### config.mk
export PLATFORM = sky130hd
export DESIGN_NAME = uart_cmd_ctrl_flat
export DESIGN_NICKNAME = d
export VERILOG_FILES = /design/src/rtl/uart_cmd_if.sv /design/src/rtl/uart_cmd_ctrl.sv /design/src/flat_wrapper.sv
export SDC_FILE = /design/constraint.sdc
export NUM_CORES = 1
export LEC_CHECK = 0
export ABC_CLOCK_PERIOD_IN_PS = 6300
export CAP_MARGIN = 20
export CORE_ASPECT_RATIO = 1.4
export CORE_MARGIN = 2
export CORE_UTILIZATION = 55
export CTS_CLUSTER_SIZE = 28
export DETAILED_ROUTE_END_ITERATION = 16
export PLACE_DENSITY = 0.86
export SYNTH_ARGS = -nofsm -noshare
export SYNTH_HDL_FRONTEND = slang
export SYNTH_SLANG_ARGS = --single-unit
### constraint.sdc
create_clock -name clk -period 6.3 [get_ports clk]
set_input_delay 1.575 -clock clk [delete_from_list [all_inputs] [get_ports clk]]
set_output_delay 1.575 -clock clk [all_outputs]
set_load 0.05 [all_outputs]
### src/rtl/uart_cmd_if.sv
// uart_cmd_if: byte stream in, register-write request and status out
interface uart_cmd_if;
   logic [7:0] rx_data;
   logic       rx_vld;
   logic       wr_vld;
   logic [7:0] wr_addr;
   logic [7:0] wr_data;
   logic       wr_rdy;
   logic       busy;
   logic       err_chk;
   logic       err_tmo;
   logic       err_ovf;
   logic [7:0] ok_cnt;
   modport master (output rx_data, rx_vld, wr_rdy,
                   input  wr_vld, wr_addr, wr_data, busy, err_chk, err_tmo, err_ovf, ok_cnt);
   modport slave  (input  rx_data, rx_vld, wr_rdy,
                   output wr_vld, wr_addr, wr_data, busy, err_chk, err_tmo, err_ovf, ok_cnt);
endinterface

### src/rtl/uart_cmd_ctrl.sv
// uart_cmd_ctrl: parses HDR,ADDR,DATA,CHK frames into register writes
module uart_cmd_ctrl #(
   parameter logic [7:0]  HDR     = 8'hA5,
   parameter int unsigned TIMEOUT = 21700
) (
   input logic        clk,
   input logic        rst,
   uart_cmd_if.slave  bus
);
   typedef enum logic [2:0] {IDLE, GET_ADDR, GET_DATA, GET_CHK, ISSUE} state_t;
   localparam logic [15:0] TMO_LAST = 16'(TIMEOUT - 1);
   state_t      state_q, state_d;
   logic [7:0]  addr_q, addr_d, data_q, data_d;
   logic [7:0]  wr_addr_q, wr_addr_d, wr_data_q, wr_data_d, ok_cnt_q, ok_cnt_d;
   logic [15:0] tmo_q, tmo_d;
   logic        wr_vld_q, wr_vld_d, busy_q, busy_d;
   logic        err_chk_q, err_chk_d, err_tmo_q, err_tmo_d, err_ovf_q, err_ovf_d;
   logic        in_get;
   assign in_get = state_q inside {GET_ADDR, GET_DATA, GET_CHK};
   always_comb begin
      state_d   = state_q;
      addr_d    = addr_q;
      data_d    = data_q;
      wr_addr_d = wr_addr_q;
      wr_data_d = wr_data_q;
      wr_vld_d  = wr_vld_q;
      ok_cnt_d  = ok_cnt_q;
      err_chk_d = 1'b0;
      err_tmo_d = 1'b0;
      err_ovf_d = 1'b0;
      tmo_d     = (bus.rx_vld || !in_get) ? 16'd0 : tmo_q + 16'd1;
      case (state_q)
         IDLE:     if (bus.rx_vld && bus.rx_data == HDR) state_d = GET_ADDR;
         GET_ADDR: if (bus.rx_vld) begin
            addr_d  = bus.rx_data;
            state_d = GET_DATA;
         end
         GET_DATA: if (bus.rx_vld) begin
            data_d  = bus.rx_data;
            state_d = GET_CHK;
         end
         GET_CHK:  if (bus.rx_vld) begin
            if (bus.rx_data == (HDR ^ addr_q ^ data_q)) begin
               state_d   = ISSUE;
               wr_vld_d  = 1'b1;
               wr_addr_d = addr_q;
               wr_data_d = data_q;
               ok_cnt_d  = ok_cnt_q + 8'd1;
            end else begin
               state_d   = IDLE;
               err_chk_d = 1'b1;
            end
         end
         ISSUE: begin
            // a byte arriving here is always dropped, even on the handshake cycle
            err_ovf_d = bus.rx_vld;
            if (bus.wr_rdy) begin
               state_d  = IDLE;
               wr_vld_d = 1'b0;
            end
         end
         default:  state_d = IDLE;
      endcase
      if (in_get && !bus.rx_vld && tmo_q == TMO_LAST) begin
         state_d   = IDLE;
         err_tmo_d = 1'b1;
      end
      busy_d = state_d != IDLE;
   end
   always_ff @(posedge clk or posedge rst) begin
      if (rst) begin
         state_q   <= IDLE;
         addr_q    <= '0;
         data_q    <= '0;
         wr_addr_q <= '0;
         wr_data_q <= '0;
         wr_vld_q  <= 1'b0;
         ok_cnt_q  <= '0;
         tmo_q     <= '0;
         busy_q    <= 1'b0;
         err_chk_q <= 1'b0;
         err_tmo_q <= 1'b0;
         err_ovf_q <= 1'b0;
      end else begin
         state_q   <= state_d;
         addr_q    <= addr_d;
         data_q    <= data_d;
         wr_addr_q <= wr_addr_d;
         wr_data_q <= wr_data_d;
         wr_vld_q  <= wr_vld_d;
         ok_cnt_q  <= ok_cnt_d;
         tmo_q     <= tmo_d;
         busy_q    <= busy_d;
         err_chk_q <= err_chk_d;
         err_tmo_q <= err_tmo_d;
         err_ovf_q <= err_ovf_d;
      end
   end
   assign bus.wr_vld  = wr_vld_q;
   assign bus.wr_addr = wr_addr_q;
   assign bus.wr_data = wr_data_q;
   assign bus.busy    = busy_q;
   assign bus.err_chk = err_chk_q;
   assign bus.err_tmo = err_tmo_q;
   assign bus.err_ovf = err_ovf_q;
   assign bus.ok_cnt  = ok_cnt_q;
endmodule

### src/flat_wrapper.sv
// flat-port wrapper written by rule: the top's interface ports become plain ports
module uart_cmd_ctrl_flat 
#(
   parameter logic [7:0]  HDR     = 8'hA5,
   parameter int unsigned TIMEOUT = 21700
)
  (clk, rst, bus_rx_data, bus_rx_vld, bus_wr_rdy, bus_wr_vld, bus_wr_addr, bus_wr_data, bus_busy, bus_err_chk, bus_err_tmo, bus_err_ovf, bus_ok_cnt);
  uart_cmd_if bus_i ();
  input logic clk;
  input logic rst;
  input wire logic [$bits(bus_i.rx_data)-1:0] bus_rx_data;
  input wire logic [$bits(bus_i.rx_vld)-1:0] bus_rx_vld;
  input wire logic [$bits(bus_i.wr_rdy)-1:0] bus_wr_rdy;
  output wire logic [$bits(bus_i.wr_vld)-1:0] bus_wr_vld;
  output wire logic [$bits(bus_i.wr_addr)-1:0] bus_wr_addr;
  output wire logic [$bits(bus_i.wr_data)-1:0] bus_wr_data;
  output wire logic [$bits(bus_i.busy)-1:0] bus_busy;
  output wire logic [$bits(bus_i.err_chk)-1:0] bus_err_chk;
  output wire logic [$bits(bus_i.err_tmo)-1:0] bus_err_tmo;
  output wire logic [$bits(bus_i.err_ovf)-1:0] bus_err_ovf;
  output wire logic [$bits(bus_i.ok_cnt)-1:0] bus_ok_cnt;
  assign bus_i.rx_data = bus_rx_data;
  assign bus_i.rx_vld = bus_rx_vld;
  assign bus_i.wr_rdy = bus_wr_rdy;
  assign bus_wr_vld = bus_i.wr_vld;
  assign bus_wr_addr = bus_i.wr_addr;
  assign bus_wr_data = bus_i.wr_data;
  assign bus_busy = bus_i.busy;
  assign bus_err_chk = bus_i.err_chk;
  assign bus_err_tmo = bus_i.err_tmo;
  assign bus_err_ovf = bus_i.err_ovf;
  assign bus_ok_cnt = bus_i.ok_cnt;
  uart_cmd_ctrl #(.HDR(HDR), .TIMEOUT(TIMEOUT)) u_core (.clk(clk), .rst(rst), .bus(bus_i));
endmodule
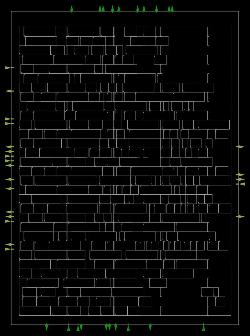
**Above:** run 1 (placement view).
filler cell count: 364
inserted tap cell count: 66
total number of placement rows: 31

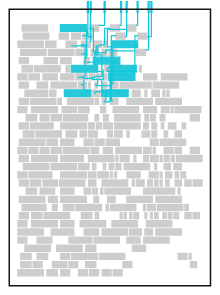
**Above:** run 1 (port wiring).
(3 px per um)
legend:
  cyan:
    port: `bus_ok_cnt`
    bits: 8
    direction: output
    edge: top
    end_cells: 8
    buffers: 8
    wire: 311 um

==> flow_summary.json, run 1 <==
{
  "run_status": "complete, no violations",
  "post_synth_num_cell_types": 41,
  "clock_sink_count": 64,
  "top_signal_layer_used": "met4",
  "area.growth.synth_to_final_pct": 21.72,
  "cts_buffers": 9,
  "timing.max_cap.violations": 0,
  "max-slew-margin-rel_pct": 46.48,
  "cts_root_buf": "sky130_fd_sc_hd__clkbuf_8",
  "nMultiInputCombCells": 157,
  "global_route.usage.total_pct": 22.32,
  "mux_area_share_pct": 13.18,
  "flip_flop_count_of_the_largest_register_all_copies_and_words_added": 16,
  "pwr.group.combinational_mw": 0.355,
  "top_logic_kind": "simple AND/OR/NAND/NOR gates",
  "synth.net_count": 251,
  "timing.final.ws_setup_ns": 2.172,
  "post_synthesis_adder_cell_area_fraction_pct": 0.8288,
  "synth_stat.cells": 237,
  "drive_above_1_share_pct": 19.43,
  "vdd_ir_drop_max_mv": 0.2113,
  "ys_top_cells_by_count": "64 x sky130_fd_sc_hd__dfrtp_1, 26 x sky130_fd_sc_hd__mux2_2, 15 x sky130_fd_sc_hd__nor2_1, 15 x sky130_fd_sc_hd__xor2_1, 11 x sky130_fd_sc_hd__nand2_1",
  "ff2ff_path_depth": 4,
  "end_kind": "register",
  "final_area_um2": 3675,
  "power.share.switching_pct": 29.53,
  "placed_cells_incl_taps": 334,
  "placeableCoreArea_um2": 5236,
  "synth_flop_count": 64,
  "critical_path_arrival_ns": 4.35,
  "power.largest_group": "registers",
  "synth.yosys.warnings": 0,
  "ys_async_sr_fraction_pct": 100.0,
  "layout.area.top_class": "registers",
  "synth_area_leader_cell": "sky130_fd_sc_hd__dfrtp_1",
  "number_of_detailed_route_iterations_in_the_first_pass": 4,
  "cts_post_setup_buffers_inserted": 0,
  "global_route_layer_with_the_greatest_usage": "met2",
  "clock_tree_from_tritoncts": "built",
  "final-hold-violation-count": 0,
  "met3_length_um": 174,
  "seq_cells": 64,
  "nonClkBufAreaFrac_pct": 11.51,
  "criticalPathCategory": "input port to register",
  "antenna_violating_nets_post_route": 0,
  "drt_initial_violations": 128,
  "timing.final.setup_violations": 0,
  "yosys.area_share.xor_xnor_pct": 10.98,
  "setup.worst_path.start_class": "input port",
  "timing.reg2reg.setup_slack_ns": 3.51,
  "area.share.sequential_pct": 43.58,
  "stage_log_warnings": 26,
  "power_frac_seq_pct": 43.0,
  "via_per_inst": 5.736,
  "r2r_path_end": "u_core.bus.wr_data[7]",
  "post_cts_hold_buffer_count": 0,
  "simple_gate_area_share_pct": 14.75,
  "min_period_over_period_pct": 65.52,
  "clock_latency_ns": 0.34,
  "resized_after_cts": 0,
  "setup.worst_path.start": "bus_rx_data[4]",
  "crit_required_ns": 6.52,
  "comb_area_share_pct": 36.26,
  "layout_min_cycle_time_ns": 4.128,
  "n_all_buffers": 43,
  "nNetsFinal": 293,
  "fin_skew_ns": 0.006792,
  "rsz0062_at_grt": "no",
  "netlist.area_leader.share_pct": 53.05,
  "max_slew.worst_pin.slew_ns": 0.8028,
  "wl_met1_um": 2491,
  "count_of_flip_flops_with_a_built_in_enable_after_synthesis": 0,
  "cellLeakagePower_nw": 1.689,
  "path_clk_slew_ns": 0.07,
  "nClkBuffers": 12,
  "power_per_cell_area_nw_per_um2": 356.1,
  "yosys-top-cells-area": "sky130_fd_sc_hd__dfrtp_1 53%, sky130_fd_sc_hd__mux2_2 9.7%, sky130_fd_sc_hd__xnor3_1 4.5%",
  "area.combinational_um2": 1333,
  "stdcell_count": 349,
  "largest_register": "u_core.tmo_q",
  "post_drt_wl_per_cell_um": 16.87,
  "globalplace.congestion": 0.8637,
  "inverters_excl_clock": 4,
  "flop_cell": "sky130_fd_sc_hd__dfrtp_1",
  "number_of_global_route_vias_before_repair": 2079,
  "clk_pwr_mw": 0.392
}
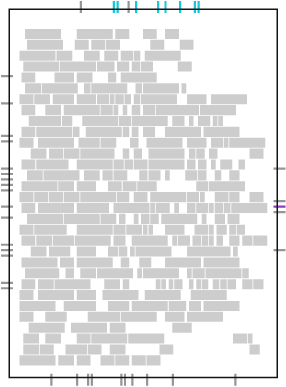
**Above:** run 1 (ports around the boundary).
(4 px per um) Pins as bars across the die edge, other pins in grey.
legend:
  cyan:
    port: `bus_ok_cnt`
    pins: 8
    direction: output
    edge: top
  purple:
    port: `bus_err_tmo`
    pins: 1
    direction: output
    edge: right
all pins by edge: 16 left, 10 bottom, 10 top, 5 right
Vert. Die Dim: 91.67 um
floorplan die width: 66.62 um
number of buffers added on ports: 40

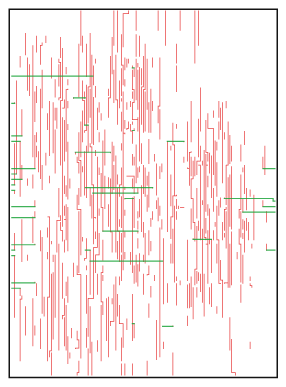
**Above:** run 1 (routed metal, one colour a layer).
(4 px per um) Only two layers are drawn.
legend:
  red:
    layer: metal 2
    wire_length: 3090 um
  green:
    layer: metal 3
    wire_length: 175 um

run 1: critical path, cell delays in order:
cell and delay [ns]:
sky130_fd_sc_hd__clkdlybuf4s50_1 0.56, sky130_fd_sc_hd__xor3_1 0.33, sky130_fd_sc_hd__or4_1 0.70, sky130_fd_sc_hd__or3_1 0.75
sky130_fd_sc_hd__mux2_4 0.42
run 1: placed cells by master, fill, tap and decap left out, types with 2 or more instances in the layout:
master                            instances
sky130_fd_sc_hd__nor4bb_1                 5
sky130_fd_sc_hd__a21oi_1                  6
sky130_fd_sc_hd__nand3_1                  8
sky130_fd_sc_hd__nand4_1                  7
sky130_fd_sc_hd__buf_4                    3
sky130_fd_sc_hd__dfrtp_1                 64
sky130_fd_sc_hd__xnor3_1                  6
sky130_fd_sc_hd__ha_1                     2
sky130_fd_sc_hd__nor4_1                   3
sky130_fd_sc_hd__or4_1                    5
sky130_fd_sc_hd__or3_1                    3
sky130_fd_sc_hd__nor2b_1                  2
sky130_fd_sc_hd__nor3_1                   5
sky130_fd_sc_hd__clkdlybuf4s50_1         40
sky130_fd_sc_hd__mux2_2                  26
sky130_fd_sc_hd__xor3_1                   2
sky130_fd_sc_hd__and2_1                   4
sky130_fd_sc_hd__clkbuf_8                11
sky130_fd_sc_hd__nand2_1                 11
sky130_fd_sc_hd__o21ai_0                  2
sky130_fd_sc_hd__o31ai_1                  4
sky130_fd_sc_hd__bufinv_16                2
sky130_fd_sc_hd__nor2_1                  15
sky130_fd_sc_hd__xnor2_1                  2
sky130_fd_sc_hd__and3_1                   4
sky130_fd_sc_hd__and4_1                   2
sky130_fd_sc_hd__inv_1                    3
sky130_fd_sc_hd__xor2_1                  15
sky130_fd_sc_hd__mux2_4                   7
==> run 2: changes to the inputs <==
Settings changed: ABC_CLOCK_PERIOD_IN_PS 6300 to 3600, CORE_UTILIZATION 55 to 49, PLACE_DENSITY 0.86 to 0.81.
Clock period 6.3 ns to 3.6 ns, I/O delays scaled along.
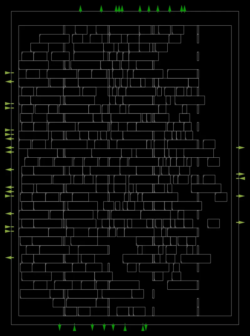
**Above:** run 2 (placement view).
Floorplan Core Area: 5904 um2
total number of placement rows: 33
core utilization of the finished layout: 63.23%
final cell count without fillers: 362

==> flow_summary.json, run 2 <==
{
  "globalplace.congestion": 0.7849,
  "ys_top_cells_by_count": "64 x sky130_fd_sc_hd__dfrtp_1, 26 x sky130_fd_sc_hd__mux2_2, 15 x sky130_fd_sc_hd__nor2_1, 15 x sky130_fd_sc_hd__xor2_1, 11 x sky130_fd_sc_hd__nand2_1",
  "mean_instance_size_in_the_synthesized_netlist_um2": 12.74,
  "yosys-top-cells-area": "sky130_fd_sc_hd__dfrtp_1 53%, sky130_fd_sc_hd__mux2_2 9.7%, sky130_fd_sc_hd__xnor3_1 4.5%",
  "final-hold-violation-count": 0,
  "number_of_global_route_vias_before_repair": 2020,
  "number_of_diodes_added_for_antenna_fixing": 0,
  "min-delay-path-class": "register to register",
  "cts_buffers": 9,
  "timing.reg2reg.setup_slack_ns": 1.21,
  "cts_post_setup_buffers_inserted": 0,
  "design.portCount": 41,
  "flip_flop_count_of_the_largest_register_all_copies_and_words_added": 16,
  "stage_log_warnings": 26,
  "crit_required_ns": 3.81,
  "slowest_stage": "sky130_fd_sc_hd__or4_1",
  "layout_min_cycle_time_ns": 3.068,
  "tns_ns": 0,
  "most_frequent_cell_on_the_critical_path": "sky130_fd_sc_hd__buf_4",
  "synth.yosys.warnings": 0,
  "max_slew.worst_pin.slew_ns": 0.7467,
  "power.internal_mw": 1.617,
  "cp_num_buf_inv": 3,
  "floorplan.die.width_um": 70.34,
  "min_period_over_period_pct": 85.22,
  "yosys-stat-area_um2": 3019,
  "power_frac_seq_pct": 43.0,
  "critical_path_arrival_ns": 3.28,
  "synth_area_um2": 3019,
  "nNetsFinal": 301,
  "cts-htree-levels": 3,
  "via_count": 2046,
  "max-slew-margin-rel_pct": 50.15,
  "drive_above_1_share_pct": 21.23,
  "hpwl_um": 4264,
  "ys_async_sr_fraction_pct": 100.0,
  "clock_latency_ns": 0.33,
  "timing.final.setup_violations": 0,
  "cp_top_family": "buffers and inverters",
  "die_height_um": 96.88,
  "power.share.switching_pct": 29.01,
  "drt_initial_violations": 161,
  "clock_tree_from_tritoncts": "built",
  "number_of_detailed_route_iterations_in_the_first_pass": 4,
  "end_kind": "register",
  "power.total_mw": 2.278,
  "via_per_inst": 5.652,
  "resized_after_cts": 0,
  "count_of_flip_flops_with_a_built_in_enable_after_synthesis": 0,
  "chip_area_um2": 6814,
  "vdd_ir_drop_max_mv": 0.3900,
  "largest_register": "u_core.tmo_q",
  "cellLeakagePower_nw": 1.722,
  "cts_root_buf": "sky130_fd_sc_hd__clkbuf_8",
  "gr-total-overflow": 0,
  "power_per_cell_area_nw_per_um2": 610.2,
  "post_synth_num_cell_types": 41,
  "ys_seq_share_pct": 53.05,
  "first_pass_grt_wire_length_um": 9853,
  "antenna_violating_nets_post_route": 0,
  "lay_top_count": "sky130_fd_sc_hd__dfrtp_1",
  "crit_path_max_fanout": 8,
  "detail_route.wirelength_um": 5888,
  "fmax_mhz": 325.9,
  "post_drt_wl_per_cell_um": 16.27,
  "synth_stat.cells": 237,
  "ctsLongestPathBuffers": 2,
  "io_buffer_count": 40,
  "flop_cell": "sky130_fd_sc_hd__dfrtp_1",
  "run_status": "complete, no violations",
  "total_switching_power_mw": 0.6609,
  "clock_sink_count": 64,
  "power.largest_group": "registers",
  "finalMaxSlewViolations": 0,
  "clockPowerShare_pct": 29.4,
  "rsz0062_at_grt": "no",
  "timing.max_cap.violations": 0,
  "most-common-layout-cells": "64 x sky130_fd_sc_hd__dfrtp_1, 40 x sky130_fd_sc_hd__clkdlybuf4s50_1, 26 x sky130_fd_sc_hd__mux2_2",
  "synth_flop_count": 64,
  "criticalPathCategory": "input port to register",
  "grt_start_max_net_pins": 39,
  "global_route.usage.total_pct": 18.51,
  "critical_path.max_stage_delay_ns": 0.57,
  "floorplan.initialDensity_pct": 51.13,
  "setup.worst_path.start_class": "input port",
  "crit_chain": "clkdlybuf4s50_1 > xor3_1 > or4_1 > buf_4 > nor3_1 > buf_4 > mux2_2",
  "path_clk_slew_ns": 0.07,
  "pwr.group.combinational_mw": 0.630,
  "netlist.area_leader.share_pct": 53.05,
  "comb_power_share_pct": 27.7,
  "synthCells": 237,
  "synth_area_leader_cell": "sky130_fd_sc_hd__dfrtp_1",
  "drc": 0,
  "fin_skew_ns": 0.005581,
  "area.growth.synth_to_final_pct": 23.66,
  "antenna_found_initial": 0,
  "synth.net_count": 251,
  "clk_pwr_mw": 0.669,
  "post_cts_hold_buffer_count": 0,
  "sequentialPower_mw": 0.979,
  "top_cell": "sky130_fd_sc_hd__dfrtp_1"
}
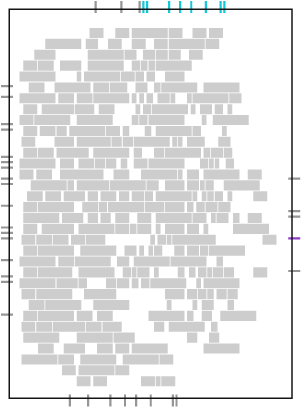
**Above:** run 2 (ports around the boundary).
(4 px per um) Pins as bars across the die edge, other pins in grey.
legend:
  purple:
    port: `bus_err_tmo`
    pins: 1
    direction: output
    edge: right
  cyan:
    port: `bus_ok_cnt`
    pins: 8
    direction: output
    edge: top
all pins by edge: 17 left, 11 top, 8 bottom, 5 right

[run 2: cell counts after synthesis]
No cell type changed its count.
[run 2: stage by stage]
step	worst slack (ns)	utilization [%]	std cells	instance area (um2)	hold slack, ns
floorplan	0.6805	-	237	3019	0.4245
global placement	0.2645	59.61	346	3520	0.4407
detailed placement	0.2056	59.61	346	3520	0.4511
CTS	0.5309	63.23	362	3734	0.4599
global route	0.4181	63.23	362	3734	0.4679
finish	0.5320	63.23	362	3734	0.4538
[run 2: area by class of cell]
class	instances	area, um2
fill	452	2171
sequential	64	1602
multi-input combinational	157	1333
timing repair buffer	51	483.0
clock buffer	13	148.9
tap	70	87.58
clock inverter	3	65.06
inverter	4	15.01
[run 2: logic make-up (layout without fill, tap and decap cells)]
group                    Yosys count  after routing  synth area share, %
AND-OR/OR-AND                     19             19                4.393
XOR/XNOR                          25             25                10.98
adder cells (fa/ha/maj)            2              2               0.8287
buffers and inverters             16             71                2.818
flip-flops                        64             64                53.05
multiplexers                      33             33                13.18
AND/OR/NAND/NOR                   78             78                14.75
[run 2: layer usage]
layer	global-route usage, %	routed length (um)	vias up
met5	0	0	-
met4	6.805	82	0
li1	-	-	963
met1	22.19	2331	1036
met2	31.93	3245	40
met3	4.479	229	7
[run 2: path summary, 6_finish.rpt]
check,from,endpoint,cells after the start
max in group asynchronous,rst,u_core.tmo_q[8],3
max,bus_rx_data[4],u_core.bus.wr_data[5],7
min reg2reg,u_core.tmo_q[0],u_core.tmo_q[0],1
min in group asynchronous,rst,u_core.bus.wr_addr[1],2
max reg2reg,u_core.addr_q[7],u_core.bus.wr_data[5],6
min,u_core.tmo_q[0],u_core.tmo_q[0],1
==> run 3: changes to the inputs <==
Settings changed: RECOVER_POWER from default to 50.
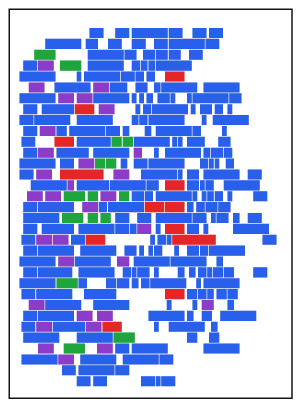
**Above:** run 3 (sizing map).
(4 px per um)
legend:
  purple:
    size: _2 cells
    cells: 31
    most_used: mux2_2
  blue:
    size: _0 and _1 cells
    cells: 234
    most_used: dfrtp_1
  red:
    size: _6 and larger
    cells: 12
    most_used: clkbuf_8
  green:
    size: _3 and _4 cells
    cells: 15
    most_used: buf_4

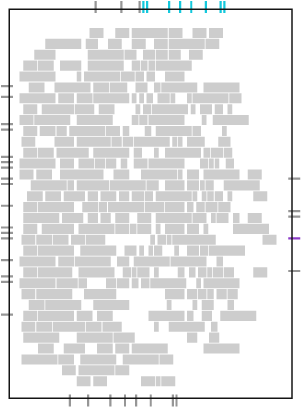
**Above:** run 3 (ports around the boundary).
(4 px per um) Pins as bars across the die edge, other pins in grey.
legend:
  cyan:
    port: `bus_ok_cnt`
    pins: 8
    direction: output
    edge: top
  purple:
    port: `bus_err_tmo`
    pins: 1
    direction: output
    edge: right
floorplan die width: 70.34 um
Vert. Die Dim: 96.88 um

==> flow_summary.json, run 3 <==
{
  "setup.worst_path.start": "bus_rx_data[4]",
  "hpwl_um": 4264,
  "antenna_violating_nets_post_route": 0,
  "finish.utilization_pct": 63.04,
  "finalMaxSlewViolations": 0,
  "placeableCoreArea_um2": 5904,
  "top_logic_kind": "simple AND/OR/NAND/NOR gates",
  "detail_route.wirelength_um": 5878,
  "rows": 33,
  "slowest_stage": "sky130_fd_sc_hd__or4_1",
  "grt_start_max_net_pins": 39,
  "post_drt_wl_per_cell_um": 16.24,
  "ys_seq_share_pct": 53.05,
  "most_frequent_cell_on_the_critical_path": "sky130_fd_sc_hd__buf_4",
  "synth_flop_count": 64,
  "filler_cell_count": 457,
  "vdd_ir_drop_max_mv": 0.3900,
  "crit_required_ns": 3.81,
  "timing.max_cap.violations": 0,
  "synth_area_um2": 3019,
  "max_slew.worst_pin.slew_ns": 1.355,
  "most-common-layout-cells": "64 x sky130_fd_sc_hd__dfrtp_1, 38 x sky130_fd_sc_hd__clkdlybuf4s50_1, 26 x sky130_fd_sc_hd__mux2_2",
  "chip_area_um2": 6814,
  "mean_instance_size_in_the_synthesized_netlist_um2": 12.74,
  "run_status": "complete, no violations",
  "gr-total-overflow": 0,
  "cts-htree-levels": 3,
  "setup.worst_path.start_class": "input port",
  "antenna_found_initial": 0,
  "flip_flop_count_of_the_largest_register_all_copies_and_words_added": 16,
  "critical_path_arrival_ns": 3.28,
  "top_cell": "sky130_fd_sc_hd__dfrtp_1",
  "ys_top_cells_by_count": "64 x sky130_fd_sc_hd__dfrtp_1, 26 x sky130_fd_sc_hd__mux2_2, 15 x sky130_fd_sc_hd__nor2_1, 15 x sky130_fd_sc_hd__xor2_1, 11 x sky130_fd_sc_hd__nand2_1",
  "crit_chain": "clkdlybuf4s50_1 > xor3_1 > or4_1 > buf_4 > nor3_1 > buf_4 > mux2_2",
  "min-delay-path-class": "register to register",
  "clock_tree_from_tritoncts": "built",
  "io_buffer_count": 40,
  "ff2ff_path_depth": 6,
  "design.portCount": 41,
  "crit_path_max_fanout": 8,
  "drt_initial_violations": 124,
  "count_of_flip_flops_with_a_built_in_enable_after_synthesis": 0,
  "cts_root_buf": "sky130_fd_sc_hd__clkbuf_8",
  "number_of_diodes_added_for_antenna_fixing": 0,
  "number_of_detailed_route_iterations_in_the_first_pass": 4,
  "cp_top_family": "buffers and inverters",
  "yosys-top-cells-area": "sky130_fd_sc_hd__dfrtp_1 53%, sky130_fd_sc_hd__mux2_2 9.7%, sky130_fd_sc_hd__xnor3_1 4.5%",
  "critical_path.max_stage_delay_ns": 0.57,
  "ys_async_sr_fraction_pct": 100.0,
  "floorplan.initialDensity_pct": 51.13,
  "post_synthesis_adder_cell_area_fraction_pct": 0.8288,
  "mux_area_share_pct": 13.18,
  "ctsLongestPathBuffers": 2,
  "first_pass_grt_wire_length_um": 9853,
  "fmax_mhz": 325.9,
  "area.growth.synth_to_final_pct": 23.29,
  "synth.yosys.warnings": 0,
  "simple_gate_area_share_pct": 14.75,
  "netlist.area_leader.share_pct": 53.05,
  "synth.net_count": 251,
  "cts_post_setup_buffers_inserted": 0,
  "synth_compound_gate_area_share_pct": 4.393,
  "stage_log_warnings": 26,
  "post_synth_num_cell_types": 41,
  "crit_path_end": "u_core.bus.wr_data[5]",
  "post_cts_hold_buffer_count": 0,
  "layout_min_cycle_time_ns": 3.068,
  "r2r_path_end": "u_core.bus.wr_data[5]",
  "rr_startpoint": "u_core.addr_q[7]",
  "cellLeakagePower_nw": 1.713,
  "flop_cell": "sky130_fd_sc_hd__dfrtp_1",
  "power_per_cell_area_nw_per_um2": 611.0,
  "drc": 0,
  "criticalPathCategory": "input port to register",
  "synth_stat.cells": 237,
  "number_of_global_route_vias_before_repair": 2020,
  "clock_sink_count": 64,
  "clock_latency_ns": 0.33,
  "yosys-stat-area_um2": 3019,
  "end_kind": "register",
  "nNetsFinal": 301,
  "final-hold-violation-count": 0,
  "via_count": 2046,
  "rsz0062_at_grt": "no",
  "globalplace.congestion": 0.7849,
  "cts_buffers": 9,
  "drive_above_1_share_pct": 19.86,
  "global_route.usage.total_pct": 18.51,
  "cp_num_buf_inv": 3,
  "tns_ns": 0,
  "timing.reg2reg.setup_slack_ns": 1.21,
  "synthCells": 237,
  "largest_register": "u_core.tmo_q",
  "lay_top_count": "sky130_fd_sc_hd__dfrtp_1",
  "path_clk_slew_ns": 0.07,
  "via_per_inst": 5.652,
  "resized_after_cts": 0,
  "synth_area_leader_cell": "sky130_fd_sc_hd__dfrtp_1",
  "timing.final.setup_violations": 0,
  "fin_skew_ns": 0.005897,
  "min_period_over_period_pct": 85.22,
  "critical_path_depth": 7,
  "yosys.area_share.xor_xnor_pct": 10.98,
  "worstHoldPathCells": 1,
  "max-slew-margin-rel_pct": 9.535
}
## run 3: cell counts after synthesis
Identical to the previous run, type by type.
## run 3: cell type report
type                    count  area, um2  area share, %
flip-flops and latches     64       1602          43.03
repair buffers             51      471.7          12.67
clock inverters             3      65.06          1.748
clock buffers              13      148.9          4.000
inverters                   4      15.01         0.4034
multi-input cells         157       1333          35.80
well taps                  70      87.58          2.353
## run 3: where the power goes
part,switching (mW),total (mW),internal [mW]
combinational,0.274,0.626,0.351
clock,0.260,0.669,0.409
sequential,0.127,0.980,0.853
total,0.662,2.27,1.61
## run 3: how the worst min path moves through the flow
stage | from | to | slack [ns]
floorplan | u_core.tmo_q[0] | u_core.tmo_q[0] | 0.42
global placement | u_core.tmo_q[0] | u_core.tmo_q[0] | 0.44
detailed placement | u_core.tmo_q[0] | u_core.tmo_q[0] | 0.45
CTS | u_core.tmo_q[0] | u_core.tmo_q[0] | 0.46
global route | u_core.tmo_q[0] | u_core.tmo_q[0] | 0.47
finish | u_core.tmo_q[0] | u_core.tmo_q[0] | 0.46
## run 3: through the flow
step | cell area [um2] | cells | power [mW] | hold slack, ns | setup slack, ns
finish | 3722 | 362 | 2.274 | 0.4586 | 0.5319
global route | 3722 | 362 | 2.384 | 0.4679 | 0.4181
CTS | 3734 | 362 | 2.302 | 0.4599 | 0.5309
detailed placement | 3520 | 346 | 1.627 | 0.4511 | 0.2056
global placement | 3520 | 346 | 1.605 | 0.4407 | 0.2645
floorplan | 3019 | 237 | 1.446 | 0.4245 | 0.6805
## run 3: routing by layer
metal  routed length (um)  up-vias  part of all wire [%]  global-route usage (%)
li1                     -      963                     -                       -
met1                 2305     1037                    39                   22.19
met2                 3263       39                    56                   31.93
met3                  225        7                   3.8                   4.479
met4                   82        0                   1.4                   6.805
met5                    0        -                     0                       0
Power is estimated from default activity; no workload was simulated.
